Design molecule_side_counter, sky130hd; sources not shown.
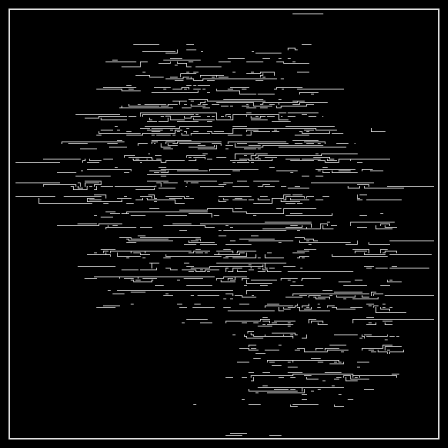
(M1 wires)
The wires run mostly horizontal. The layer carries 2,410 um of wire. The longest straight run is 23.9 um.
via count: 2,206
met1 usage: 16.10%
Total Wirelength: 5.999 mm

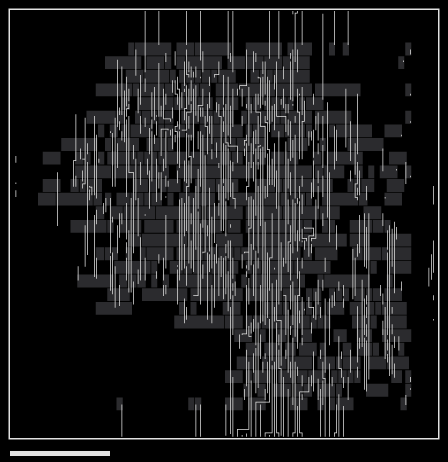
(met2 routing)
Scale bar: 20 um.
The longest straight run is 34.7 um. 366 nets have wire on it. The wires run mostly vertical.
met2 Track Usage GR: 27.82%

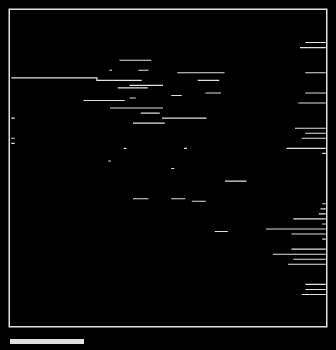
(metal 3)
Scale bar: 20 um.
The wires run mostly horizontal. The layer holds 5.3% of the routed length. The layer carries 318 um of wire.
GR Util met3: 3.592%

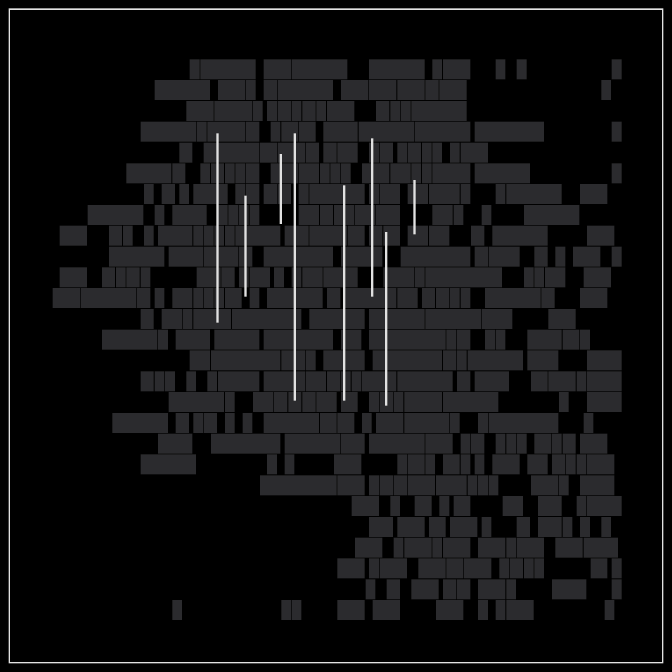
(the metal 4 layer)
The longest straight run is 34.7 um. The wires run mostly vertical.

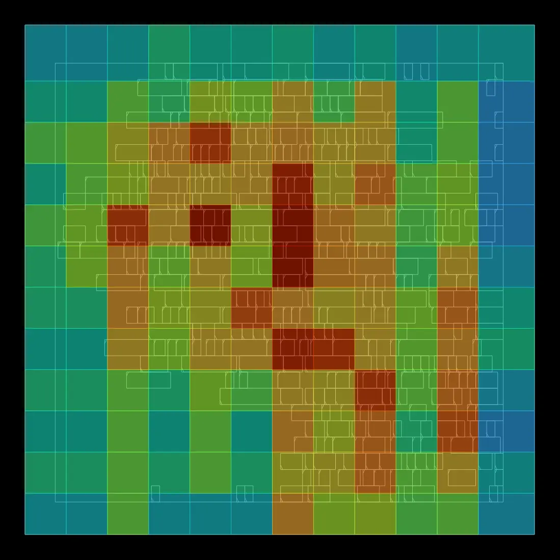
(routing congestion map)
post-layout util: 59.05%
GRT Max-Usage Layer: met2
gr usage total: 14.75%
per-cell routed wire length: 13.18 um

==> impl_metrics.yaml <==
# synthesis and place-and-route metrics
timing:
  post-route-min-period_ns: 4.305
  finalHoldViolCount: 0
  setup_tns_ns: 0
  setup_viol: 0
  timing.hold.ws_ns: 0.4520
  timing.final.crit_share_pct: 92.59
  clock.fmax_ghz: 0.2323
  layout_setup_ws_ns: 0.3445
  skew_ns: 0.004720
  rsz0062_at_grt: "false"
  slew_viol_final: 0
cells_and_area:
  drive_gt1_share_pct: 26.63
  syn_to_final_growth_pct: 43.43
  design_area_um2: 3252
  nNetsFinal: 494
  diodes: 0
critical_path:
  cpPeakStageDelay_ns: 0.46
  end_kind: "flip-flop"
  critical_path.slowest_cell: "clkdlybuf4s50_1"
  crit_fanout: 4
  worstSetupPathType: "in2reg"
  start_kind: "input port"
  required_ns: 4.87
  worstPathArrival_ns: 4.52
  rrSetupSlack_ns: 0.53
  ff2ff_path_depth: 30
hold_path:
  hold_class: "reg2reg"
  worstHoldPathCells: 2
clocking:
  clkTransAtPathRegs_ns: 0.06
  cts_sinks: 33
  cts_htree_levels: 2
  cts_tree: "yes"
  hold_buffers: 0
  clock_latency_ns: 0.29
  cts_buffers: 5
  clock_path_buffers: 2
  clockRootBuffer: "clkbuf_8"
placed_design:
  place_area_um2: 2834
  gp_congestion: 0.8177
  dp_hpwl_mm: 4.040
  place.port_buffers: 50
  place_ws_ns: -0.2731
floorplanning:
  dieWidth_um: 85.29
  die_h_um: 85.29
  rows: 27
  floorplan.core_util_pct: 41.17
  core_um2: 5507
  ios: 119
  die_area_um2: 7274
detailed_routing:
  first_pass_iters: 4
  antenna_left: 0
  drt_iter0_drc: 93
  drc_errors: 0
  viasPerCell: 4.848
global_routing:
  grt_antenna_before_repair: 0
  grt_first_pass_wirelength_mm: 8.818
  grt_pass1_vias: 2053
  overflow: 0
  grt_max_degree: 19
yosys:
  synthCells: 316
  yosysUniqueCellTypes: 34
  syn_area_per_cell_um2: 7.175
  synth.area.top_cells: "dfxtp_1 (29%), nand2_1 (14%), ha_1 (13%)"
  fa_ha_area_share_pct: 12.69
  synthFlopType: "dfxtp_1"
  common_cells: "nand2_1 (84), dfxtp_1 (33), inv_1 (30), a21oi_1 (29), ha_1 (23)"
  edf_count: 0
  async_reset_ff_share_pct: 0
  top_area_cell: "dfxtp_1"
  ys_sh_simple_pct: 27.59
  compound_area_share_pct: 11.70
  top_cell_area_share_pct: 29.14
  synth_area_um2: 2267
  synth-cells-yosys: 316
  yosysSeqAreaShare_pct: 29.14
  yosys_warnings: 0
  synth_flops: 33
  top_cell: "nand2_1"
  ys_top_logic_family: "simple AND/OR/NAND/NOR gates"
  synth.area.mux_share_pct: 0
  ys_area_um2: 2267
  synth-xor-area-share_pct: 3.091
power:
  peakVddDrop_mv: 0.1505
  p_total_w: 0.0007639
  p_leak_nw: 1.441
  power.density_nw_per_um2: 234.9
flow_run:
  log.warning_count: 82
  drv_cap: 0
run_status:
  outcome: "finished, final reports clean"
-- layout by cell type (no fill, tap or decap), drive strengths merged --
| cell type | count |
|---|---|
| nand3b | 2 |
| buf | 21 |
| xor2 | 4 |
| nand2 | 90 |
| or2 | 2 |
| nand4 | 2 |
| dlymetal6s2s | 8 |
| nand3 | 21 |
| nor3b | 1 |
| inv | 37 |
| conb | 16 |
| a32o | 1 |
| a21oi | 29 |
| o22ai | 1 |
| xnor2 | 4 |
| a32oi | 1 |
| clkdlybuf4s50 | 42 |
| o21bai | 1 |
| clkbuf | 7 |
| ha | 23 |
| nor2 | 20 |
| dfxtp | 33 |
| nor3 | 1 |
| o21ai | 16 |
-- cell families after synthesis --
group | count (synthesis)
simple gates | 139
flops | 33
buf+inv | 63
other cells | 1
compound gates | 49
xor+xnor | 8
fa+ha+maj | 23
-- repair_timing --
item / in CTS / in global routing
setup buffers: 0 / 4
pin swaps: 0 / 36
gates resized: 8 / 59
endpoints found under the setup margin: 3 / 3
-- worst max-delay path, delay by kind of cell --
family / cells / cell delay, ns
AOI/OAI and AO/OA: 4 / 0.39
xor gates and xnor gates: 1 / 0.20
adders and majority gates: 4 / 0.94
buffers and inverters: 5 / 0.72
and+or+nand+nor: 14 / 1.32
-- final cells by class --
| class | count | area, um^2 |
|---|---|---|
| well taps | 72 | 90.09 |
| inverters | 37 | 146.4 |
| clock buffers | 7 | 86.33 |
| fillers | 454 | 2255 |
| repair buffers | 71 | 678.2 |
| multi-input cells | 235 | 1590 |
| flip-flops and latches | 33 | 660.6 |
-- per-stage QoR --
step           utilization [%]  std cells
2_1_floorplan                -        331
3_3_place_gp             51.47        444
3_5_place_dp             51.47        444
4_1_cts                  54.01        451
5_1_grt                  59.05        455
6_report                 59.05        455
-- layer usage --
layer | wire [um] | GRT usage (%)
met5 | 0 | 0
met1 | 2414 | 16.10
met4 | 158 | 4.317
met3 | 317 | 3.592
met2 | 3108 | 27.82
-- power by group --
group	internal (W)	switching, W
sequential	0.000288	0.00000635
combinational	0.000116	0.000132
clock	0.000117	0.000105
No activity file was given, so power comes from the tool's default toggle rates.
